<file path="config.mk">
export PLATFORM = sky130hd
export DESIGN_NAME = serial_frame_rx
export DESIGN_NICKNAME = d
export VERILOG_FILES = /design/src/rtl/serial_pkg.sv /design/src/rtl/sipo_shift.sv /design/src/rtl/serial_frame_rx.sv
export SDC_FILE = /design/constraint.sdc
export NUM_CORES = 1
export LEC_CHECK = 0
export CAP_MARGIN = 40
export CORE_UTILIZATION = 50
export DETAILED_ROUTE_END_ITERATION = 10
export GPL_TIMING_DRIVEN = 0
export PLACE_DENSITY = 0.74
export SLEW_MARGIN = 40
export SYNTH_ARGS = -nofsm -noshare
export SYNTH_HDL_FRONTEND = slang
export SYNTH_SLANG_ARGS = --single-unit
</file>
<file path="constraint.sdc">
create_clock -name clk -period 2.21 [get_ports clk]
set_input_delay 0.442 -clock clk [delete_from_list [all_inputs] [get_ports clk]]
set_output_delay 0.442 -clock clk [all_outputs]
set_load 0.1 [all_outputs]
</file>
<file path="src/rtl/serial_pkg.sv">
// Shared definitions for the serial frame transmitter/receiver pair.
// State encoding is fixed so both ends of the link decode it the same way.
package serial_pkg;

  localparam logic [1:0] ST_IDLE      = 2'd0;
  localparam logic [1:0] ST_DATA      = 2'd1;
  localparam logic [1:0] ST_STOP      = 2'd2;
  localparam logic [1:0] ST_WAIT_IDLE = 2'd3;

  typedef enum logic [1:0] {
    IDLE      = ST_IDLE,
    DATA      = ST_DATA,
    STOP      = ST_STOP,
    WAIT_IDLE = ST_WAIT_IDLE
  } rx_state_t;

endpackage

</file>
<file path="src/rtl/sipo_shift.sv">
// Serial-in parallel-out shifter; MSB_FIRST picks which end the first bit reaches.
// Assumes WIDTH >= 2.
module sipo_shift #(
  parameter int WIDTH     = 4,
  parameter bit MSB_FIRST = 1'b1
) (
  input  logic             clk,
  input  logic             reset,
  input  logic             shift_en,
  input  logic             din,
  output logic [WIDTH-1:0] q
);

  logic [WIDTH-1:0] q_q, q_d;

  always_comb begin
    q_d = q_q;
    if (shift_en) begin
      if (MSB_FIRST) q_d = {q_q[WIDTH-2:0], din};
      else           q_d = {din, q_q[WIDTH-1:1]};
    end
  end

  always_ff @(posedge clk) begin
    if (reset) q_q <= '0;
    else       q_q <= q_d;
  end

  assign q = q_q;

endmodule

</file>
<file path="src/rtl/serial_frame_rx.sv">
// Receiver for start/data/stop frames sampled one bit per clk, no oversampling.
// States: IDLE (wait for start 0) | DATA (shift WIDTH bits) | STOP (check stop 1) | WAIT_IDLE (after bad stop, wait for line high)
module serial_frame_rx
  import serial_pkg::*;
#(
  parameter int WIDTH     = 4,
  parameter bit MSB_FIRST = 1'b1
) (
  input  logic             clk,
  input  logic             reset,
  input  logic             serial_in,
  output logic [WIDTH-1:0] parallel_out,
  output logic             valid,
  output logic             frame_err,
  output logic             busy
);

  localparam int CNT_W = $clog2(WIDTH + 1);
  localparam logic [CNT_W-1:0] LAST_BIT = CNT_W'(WIDTH - 1);

  rx_state_t        state_q, state_d;
  logic [CNT_W-1:0] cnt_q, cnt_d;
  logic [WIDTH-1:0] pout_q, pout_d;
  logic             valid_q, valid_d;
  logic             ferr_q, ferr_d;
  logic [WIDTH-1:0] shift_q;
  logic             shift_en;

  assign shift_en = (state_q == DATA);

  sipo_shift #(
    .WIDTH    (WIDTH),
    .MSB_FIRST(MSB_FIRST)
  ) u_shift (
    .clk     (clk),
    .reset   (reset),
    .shift_en(shift_en),
    .din     (serial_in),
    .q       (shift_q)
  );

  always_comb begin
    state_d = state_q;
    cnt_d   = cnt_q;
    pout_d  = pout_q;
    valid_d = 1'b0;
    ferr_d  = 1'b0;
    case (state_q)
      IDLE: begin
        if (!serial_in) begin
          state_d = DATA;
          cnt_d   = '0;
        end
      end
      DATA: begin
        cnt_d = cnt_q + CNT_W'(1);
        if (cnt_q == LAST_BIT) state_d = STOP;
      end
      STOP: begin
        if (serial_in) begin
          pout_d  = shift_q;
          valid_d = 1'b1;
          state_d = IDLE;
        end else begin
          ferr_d  = 1'b1;
          state_d = WAIT_IDLE;
        end
      end
      WAIT_IDLE: begin
        if (serial_in) state_d = IDLE;
      end
      default: state_d = IDLE;
    endcase
  end

  always_ff @(posedge clk) begin
    if (reset) begin
      state_q <= IDLE;
      cnt_q   <= '0;
      pout_q  <= '0;
      valid_q <= 1'b0;
      ferr_q  <= 1'b0;
    end else begin
      state_q <= state_d;
      cnt_q   <= cnt_d;
      pout_q  <= pout_d;
      valid_q <= valid_d;
      ferr_q  <= ferr_d;
    end
  end

  // Gating keeps strobes and busy low for the whole reset cycle, not just after the edge.
  assign parallel_out = pout_q;
  assign valid        = valid_q & ~reset;
  assign frame_err    = ferr_q & ~reset;
  assign busy         = ((state_q == DATA) || (state_q == STOP)) & ~reset;

endmodule
</file>
Fig. 1: run 1, gate families picked out
Scale: 12 px per µm.
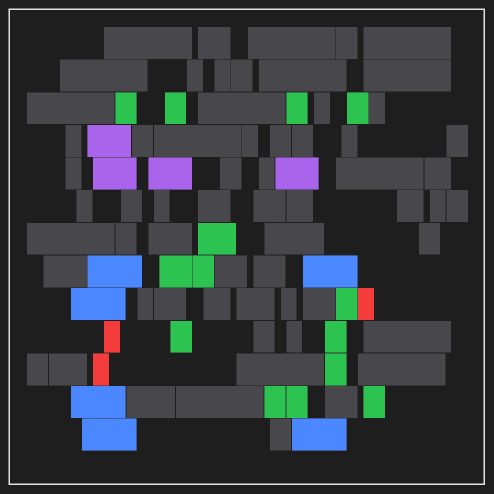
legend:
  aoi and oai cells:
    colour: green
    cells: 14
    most_used: a21oi_1
  inv cells:
    colour: red
    cells: 3
    most_used: inv_1
  fa/ha/maj cells:
    colour: blue
    cells: 6
    most_used: ha_1
  mux cells:
    colour: purple
    cells: 4
    most_used: mux2i_1
Top cell excl fill/tap: dfxtp_1
Final Instance Count excl. Fillers: 104

Fig. 2: run 1, register map, names as in the netlist
Scale: 12 px per µm. Other sequential cells in the stronger grey, the rest of the logic in the fainter grey.
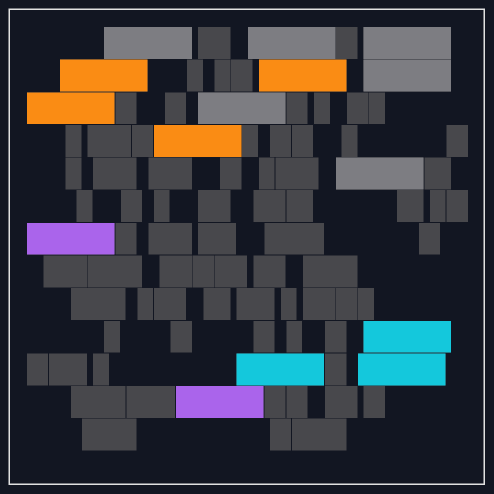
legend:
  cnt_q:
    colour: cyan
    placed_flops: 3
  state_q:
    colour: purple
    placed_flops: 2
  u_shift.q:
    colour: orange
    placed_flops: 4
utilization after layout: 0.612
Storage cell area: 300 µm²
seq pwr: 294 µW
sequential share of cell area: 0.377

==> out/results.txt, run 1 <==
CTS tree - done
critical path launch point type - flip-flop
Worst slew margin - 0.676
Synthesis Warnings - 0
drt pass-1 iters - 3
clock share of power - 0.262
AO/OA Area Share - 0.109
Core Footprint - 0.00130 mm²
Logic area - 369 µm²
top cell category - combinational gates
cell type with the largest total area - dfxtp_1
Mapped Avg Cell Area - 9.12 µm²
Max Cap Viol - 0
r2r startpoint - state_q[1]$_SDFFE_PP0P_
Simple-Gate Area Share - 0.250
Routability Congestion - 0.717
DP Area - 768 µm²
WL met2 - 543 µm
Filler Cell Count - 133
final wirelength - 1210 µm
Critical Path End Type - output pin
Cells after DPL - 100
# Cells Yosys - 77
pin count of the biggest net entering global routing - 11
H-Tree Depth - 1
Root Driver - clkbuf_4
Top logic family - simple AND/OR/NAND/NOR gates
Worst-path clk slew - 90 ps
PostCTS Resize Cnt - 0
met3 WL - 31 µm
via/cell ratio - 5.28
ys async rst share - 0
Residual DRC - 0
status - finished clean
Pwr Total - 590 µW
most common logic cells in the final layout - 15 x dfxtp_1, 9 x a21oi_1, 8 x buf_2
Std-Cell Rows - 13
RSZ-0062 raised after global routing - false
# setup viols final - 0
chip area - 0.00156 mm²
Initial DRC Count - 6
crit path kind - flip-flop to output pin
ys flops - 15
clk sinks - 15
R2R depth - 6
total congestion overflow - 0
Setup TNS - 0 ps
Hold Startpoint - parallel_out[2]$_SDFFE_PP0P_
Synth Net Count - 86
XORs/XNORs by Area - 0
Fig. 3: run 1, wires at chosen ports, followed through buffers
Scale: 12 px per µm.
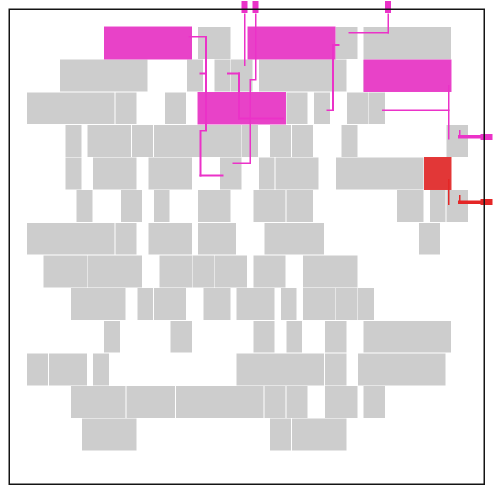
legend:
  valid:
    colour: red
    direction: output
    end_cells: 1
    buffers: 1
    wire: 4.20 µm
  parallel_out:
    colour: magenta
    direction: output
    end_cells: 4
    buffers: 4
    wire: 65.7 µm
# IOs: 10
IO buf count: 8

## run 1: worst reg2reg max path: cells and delay by family (launching register included)
family / cells / cell delay, ps
buf+inv: 2 / 220
simple gates: 2 / 630
compound gates: 1 / 170
fa+ha+maj: 1 / 190
flops: 1 / 410
## run 1: metrics by stage
| step | worst slack [ps] | hold WS [ps] |
|---|---|---|
| CTS | 145 | 464 |
| global route | 74.6 | 476 |
| detailed placement | 322 | 452 |
| global placement | -213 | 445 |
| floorplan | -201 | 443 |
| finish | 168 | 458 |
## run 1: power by group through the flow
stage | Sequential [µW] | Clock [µW] | Combinational, µW
3_5_place_dp | 300 | 0 | 143
4_1_cts | 294 | 159 | 143
2_1_floorplan | 298 | 0 | 119
5_1_grt | 296 | 172 | 157
6_report | 294 | 155 | 141
3_3_place_gp | 299 | 0 | 144
--- run 2 (diff from run 1) ---
--- a/config.mk
+++ b/config.mk
@@ -6,6 +6,7 @@
 export NUM_CORES = 1
 export LEC_CHECK = 0
 export CAP_MARGIN = 40
+export CORE_MARGIN = 5
 export CORE_UTILIZATION = 50
 export DETAILED_ROUTE_END_ITERATION = 10
 export GPL_TIMING_DRIVEN = 0
Fig. 4: run 2, routing congestion map
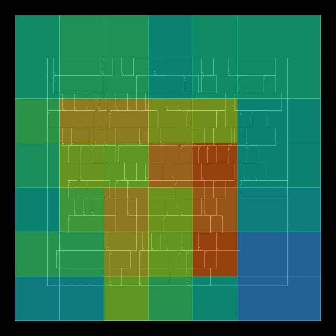
met2 global-route usage: 0.230
Routed WL per cell: 11.8 µm
utilization after layout: 0.604

Fig. 5: run 2, register map, names as in the netlist
Scale: 10 px per µm. Other sequential cells in the stronger grey, the rest of the logic in the fainter grey.
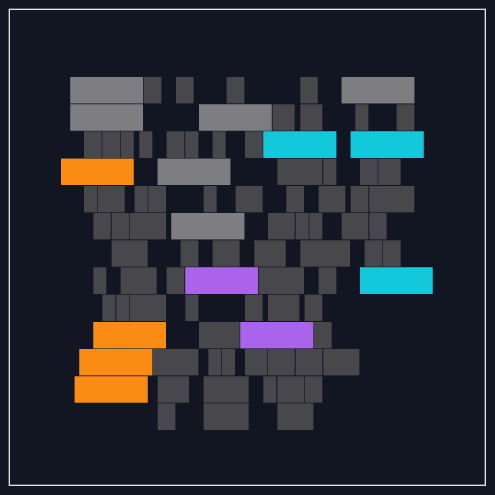
legend:
  cnt_q:
    colour: cyan
    placed_flops: 3
  u_shift.q:
    colour: orange
    placed_flops: 4
  state_q:
    colour: purple
    placed_flops: 2

Fig. 6: run 2, gate families picked out
Scale: 10 px per µm.
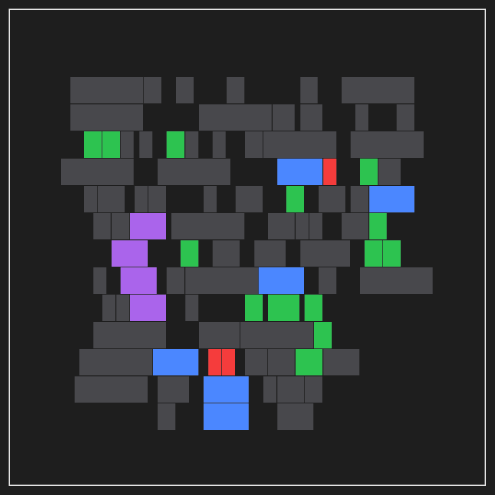
legend:
  fa/ha/maj cells:
    colour: blue
    cells: 6
    most_used: ha_1
  aoi and oai cells:
    colour: green
    cells: 14
    most_used: a21oi_1
  inv cells:
    colour: red
    cells: 3
    most_used: inv_1
  mux cells:
    colour: purple
    cells: 4
    most_used: mux2i_1
    where: left middle

==> out/results.txt, run 2 <==
final wirelength - 1230 µm
chip area - 0.00225 mm²
Logic area - 369 µm²
crit path kind - flip-flop to output pin
# IOs - 10
Pwr Total - 589 µW
met3 WL - 55 µm
pin count of the biggest net entering global routing - 11
Final Instance Count excl. Fillers - 104
Worst slew margin - 0.677
worst hold slack - 457 ps
r2r startpoint - state_q[1]$_SDFFE_PP0P_
Critical Path End Type - output pin
Synth Net Count - 86
most common logic cells in the final layout - 15 x dfxtp_1, 9 x a21oi_1, 8 x buf_2
Core Footprint - 0.00132 mm²
total congestion overflow - 0
via/cell ratio - 5.18
status - finished clean
Residual DRC - 0
# Cells Yosys - 77
Root Driver - clkbuf_4
clk sinks - 15
Mapped Avg Cell Area - 9.12 µm²
H-Tree Depth - 1
Filler Cell Count - 137
Initial DRC Count - 11
clock share of power - 0.263
Synthesis Warnings - 0
Setup TNS - 0 ps
# setup viols final - 0
Max Cap Viol - 0
ys async rst share - 0
WL met2 - 661 µm
R2R depth - 6
Storage cell area - 300 µm²
pre-CTS setup slack - 342 ps
critical path launch point type - flip-flop
Routability Congestion - 0.766
Hold Startpoint - parallel_out[2]$_SDFFE_PP0P_
drt pass-1 iters - 2
Cells after DPL - 100
Top cell excl fill/tap - dfxtp_1
PostCTS Resize Cnt - 0
CTS tree - done
run 2: cell counts after synthesis:
No cell type changed its count.
run 2: cell type report:
class	instances	area share
multi-input combinational	55	0.464
sequential	15	0.377
timing repair buffer	8	0.0566
buffer	4	0.0299
clock buffer	3	0.0283
tap	15	0.0236
inverter	3	0.0142
clock inverter	1	0.00629
run 2: power groups by stage:
stage	combinational (µW)	sequential, µW	clock, µW
CTS	142	293	159
global route	156	295	177
detailed placement	142	300	0
floorplan	119	298	0
finish	140	294	155
global placement	143	299	0
run 2: logic make-up after synthesis:
family,count (synthesis),synth area share
compound gates,14,0.109
fa+ha+maj,6,0.107
buf+inv,7,0.0499
flops,15,0.428
mux,4,0.0570
simple gates,31,0.250
Power is estimated from default activity; no workload was simulated.
